Figure 1. Routed metal per tile.
(6 px per um) 13 x 13 tiles, from black (low) to pale yellow (high), scaled to the fullest tile. Values are wire area over tile area, all layers added.
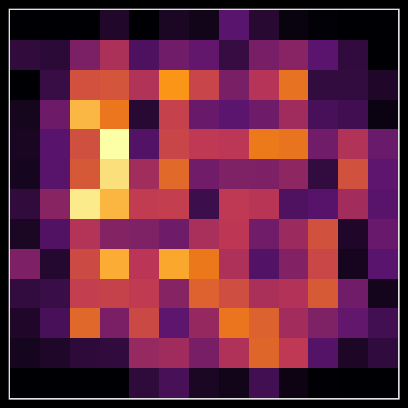
Figure 2. The clock network.
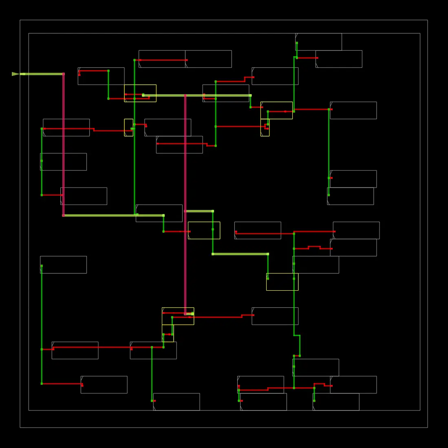
--- config.mk ---
export PLATFORM = sky130hd
export DESIGN_NAME = product_accumulator_flat
export DESIGN_NICKNAME = d
export VERILOG_FILES = /design/src/rtl/product_accumulator_if.sv /design/src/rtl/product_accumulator.sv /design/src/flat_wrapper.sv
export SDC_FILE = /design/constraint.sdc
export NUM_CORES = 1
export LEC_CHECK = 0
export CAP_MARGIN = 20
export CELL_PAD_IN_SITES_DETAIL_PLACEMENT = 0
export CELL_PAD_IN_SITES_GLOBAL_PLACEMENT = 1
export CORE_MARGIN = 1
export CORE_UTILIZATION = 41
export DETAILED_ROUTE_END_ITERATION = 8
export PLACE_DENSITY_LB_ADDON = 0.1
export REMOVE_ABC_BUFFERS = 1
export SYNTH_ARGS = -nofsm -noshare
export SYNTH_HDL_FRONTEND = slang
export SYNTH_SLANG_ARGS = --single-unit
export TNS_END_PERCENT = 30
--- constraint.sdc ---
create_clock -name clk -period 3.9 [get_ports clk]
set_input_delay 0.78 -clock clk [delete_from_list [all_inputs] [get_ports clk]]
set_output_delay 0.78 -clock clk [all_outputs]
set_load 0.02 [all_outputs]
--- src/rtl/product_accumulator_if.sv ---
// Product-in / sum-out bus between the multiplier output register and the accumulator.
interface product_accumulator_if #(
    parameter int unsigned PROD_W = 8,
    parameter int unsigned ACC_W  = 12
);
    logic [PROD_W-1:0] prod_i;
    logic              prod_valid_i;
    logic              clear_i;
    logic [ACC_W-1:0]  acc_o;
    logic              acc_valid_o;
    logic              acc_ready_i;
    logic              ovf_o;
    logic              drop_o;
    logic              busy_o;

    modport master (
        output prod_i, prod_valid_i, clear_i, acc_ready_i,
        input  acc_o, acc_valid_o, ovf_o, drop_o, busy_o
    );

    modport slave (
        input  prod_i, prod_valid_i, clear_i, acc_ready_i,
        output acc_o, acc_valid_o, ovf_o, drop_o, busy_o
    );
endinterface

--- src/rtl/product_accumulator.sv ---
// Sums COUNT consecutive valid products with saturation; presents each sum on valid/ready.
module product_accumulator #(
    parameter int unsigned PROD_W = 8,
    parameter int unsigned ACC_W  = 12,
    parameter int unsigned COUNT  = 4
) (
    input logic                  clk,
    input logic                  rst,
    product_accumulator_if.slave bus
);
    localparam int unsigned CNT_W = (COUNT > 1) ? $clog2(COUNT) : 1;
    localparam int unsigned SUM_W = ACC_W + 1;
    localparam logic [CNT_W-1:0] CNT_LAST = CNT_W'(COUNT - 1);

    typedef enum logic {
        ACCUM = 1'b0,
        HOLD  = 1'b1
    } state_t;

    state_t             state_q, state_d;
    logic [ACC_W-1:0]   acc_q, acc_d;
    logic [CNT_W-1:0]   cnt_q, cnt_d;
    logic               ovf_acc_q, ovf_acc_d;
    logic [ACC_W-1:0]   acc_out_q, acc_out_d;
    logic               acc_valid_q, acc_valid_d;
    logic               ovf_q, ovf_d;
    logic               drop_q, drop_d;

    logic [SUM_W-1:0]   sum;
    logic               run_ovf;
    logic [ACC_W-1:0]   sat;
    logic               take;

    // Saturating add of the incoming product onto the running sum.
    always_comb begin
        sum     = {1'b0, acc_q} + SUM_W'(bus.prod_i);
        run_ovf = sum[ACC_W] | ovf_acc_q;
        sat     = run_ovf ? {ACC_W{1'b1}} : sum[ACC_W-1:0];
    end

    // Next-state and datapath control; a HOLD handshake frees the slot for a same-cycle product.
    always_comb begin
        state_d     = state_q;
        acc_d       = acc_q;
        cnt_d       = cnt_q;
        ovf_acc_d   = ovf_acc_q;
        acc_out_d   = acc_out_q;
        acc_valid_d = acc_valid_q;
        ovf_d       = ovf_q;
        drop_d      = drop_q;
        take        = 1'b0;

        if (bus.clear_i) begin
            state_d     = ACCUM;
            acc_d       = '0;
            cnt_d       = '0;
            ovf_acc_d   = 1'b0;
            acc_valid_d = 1'b0;
            ovf_d       = 1'b0;
            drop_d      = 1'b0;
        end else begin
            case (state_q)
                ACCUM: begin
                    take = bus.prod_valid_i;
                end
                HOLD: begin
                    if (bus.acc_ready_i) begin
                        acc_valid_d = 1'b0;
                        state_d     = ACCUM;
                        take        = bus.prod_valid_i;
                    end else if (bus.prod_valid_i) begin
                        drop_d = 1'b1;
                    end
                end
                default: state_d = ACCUM;
            endcase

            if (take) begin
                if (cnt_q == CNT_LAST) begin
                    acc_out_d   = sat;
                    ovf_d       = run_ovf;
                    acc_valid_d = 1'b1;
                    acc_d       = '0;
                    cnt_d       = '0;
                    ovf_acc_d   = 1'b0;
                    state_d     = HOLD;
                end else begin
                    acc_d     = sat;
                    cnt_d     = cnt_q + CNT_W'(1);
                    ovf_acc_d = run_ovf;
                end
            end
        end
    end

    // State and output registers with synchronous reset.
    always_ff @(posedge clk) begin
        if (rst) begin
            state_q     <= ACCUM;
            acc_q       <= '0;
            cnt_q       <= '0;
            ovf_acc_q   <= 1'b0;
            acc_out_q   <= '0;
            acc_valid_q <= 1'b0;
            ovf_q       <= 1'b0;
            drop_q      <= 1'b0;
        end else begin
            state_q     <= state_d;
            acc_q       <= acc_d;
            cnt_q       <= cnt_d;
            ovf_acc_q   <= ovf_acc_d;
            acc_out_q   <= acc_out_d;
            acc_valid_q <= acc_valid_d;
            ovf_q       <= ovf_d;
            drop_q      <= drop_d;
        end
    end

    assign bus.acc_o       = acc_out_q;
    assign bus.acc_valid_o = acc_valid_q;
    assign bus.ovf_o       = ovf_q;
    assign bus.drop_o      = drop_q;
    assign bus.busy_o      = (cnt_q != '0) | acc_valid_q;
endmodule

--- src/flat_wrapper.sv ---
// flat-port wrapper written by rule: the top's interface ports become plain ports
module product_accumulator_flat 
#(
    parameter int unsigned PROD_W = 8,
    parameter int unsigned ACC_W  = 12,
    parameter int unsigned COUNT  = 4
)
  (clk, rst, bus_prod_i, bus_prod_valid_i, bus_clear_i, bus_acc_ready_i, bus_acc_o, bus_acc_valid_o, bus_ovf_o, bus_drop_o, bus_busy_o);
  product_accumulator_if #(.PROD_W(PROD_W), .ACC_W(ACC_W)) bus_i ();
  input logic clk;
  input logic rst;
  input wire logic [$bits(bus_i.prod_i)-1:0] bus_prod_i;
  input wire logic [$bits(bus_i.prod_valid_i)-1:0] bus_prod_valid_i;
  input wire logic [$bits(bus_i.clear_i)-1:0] bus_clear_i;
  input wire logic [$bits(bus_i.acc_ready_i)-1:0] bus_acc_ready_i;
  output wire logic [$bits(bus_i.acc_o)-1:0] bus_acc_o;
  output wire logic [$bits(bus_i.acc_valid_o)-1:0] bus_acc_valid_o;
  output wire logic [$bits(bus_i.ovf_o)-1:0] bus_ovf_o;
  output wire logic [$bits(bus_i.drop_o)-1:0] bus_drop_o;
  output wire logic [$bits(bus_i.busy_o)-1:0] bus_busy_o;
  assign bus_i.prod_i = bus_prod_i;
  assign bus_i.prod_valid_i = bus_prod_valid_i;
  assign bus_i.clear_i = bus_clear_i;
  assign bus_i.acc_ready_i = bus_acc_ready_i;
  assign bus_acc_o = bus_i.acc_o;
  assign bus_acc_valid_o = bus_i.acc_valid_o;
  assign bus_ovf_o = bus_i.ovf_o;
  assign bus_drop_o = bus_i.drop_o;
  assign bus_busy_o = bus_i.busy_o;
  product_accumulator #(.PROD_W(PROD_W), .ACC_W(ACC_W), .COUNT(COUNT)) u_core (.clk(clk), .rst(rst), .bus(bus_i));
endmodule
==> qor.yml <==
status: "finished clean"
synthesis.area_mm2: 0.00161
fill_cells: 380
total_power_mw: 0.648
grt_pass1_wl_mm: 6.35
utilization: 0.537
largestPowerGroup: "sequential cells"
hold_depth: 2
hp-class: "register to register"
placed_area_mm2: 0.00191
viasPerCell: 5.47
ys_sh_mux: 0.00622
most_common_cell: "dfxtp_1"
cts_made_buffers: 5
grt_use_met2: 0.321
buffers: 29
routabilityCongestion: 0.824
finalCritPeriodShare: 0.757
seqPwrFrac: 0.501
drive_gt1_frac: 0.0648
adder_share: 0.0901
clockPowerShare: 0.373
top_area_cell: "dfxtp_1"
cp_max_fo: 13
wl_met1_mm: 1.78
edf_count: 0
tritoncts: "built"
crit_path_top_delay_cell: "fa_1"
clk_share: 0.0408
io_buffers: 28
avgSynthCellArea_um2: 8.57
critical_path.top_delay_family: "AND-OR/OR-AND gates"
nWellTaps: 48
whs_ns: 0.462
chipWidth_um: 64.7
ctsHoldBuffers: 0
coreArea_mm2: 0.00372
finalHoldViolCount: 0
-- Figure 1 (at the start) --
9.5% of the tiles are nearly empty. The mean over all tiles is 0.14. The fullest tile reaches 0.42. 24% of the tiles are over half the peak. The emptiest ninth of the die: north-east.
mean routed wirelength per cell: 13.8 um
Post-Route WL: 3.65 mm
total global routing track utilization: 0.199
Vias: 1445

-- Figure 2 (at the start) --
clock latency on the worst-skew pair: 0.28 ns
registers: 31

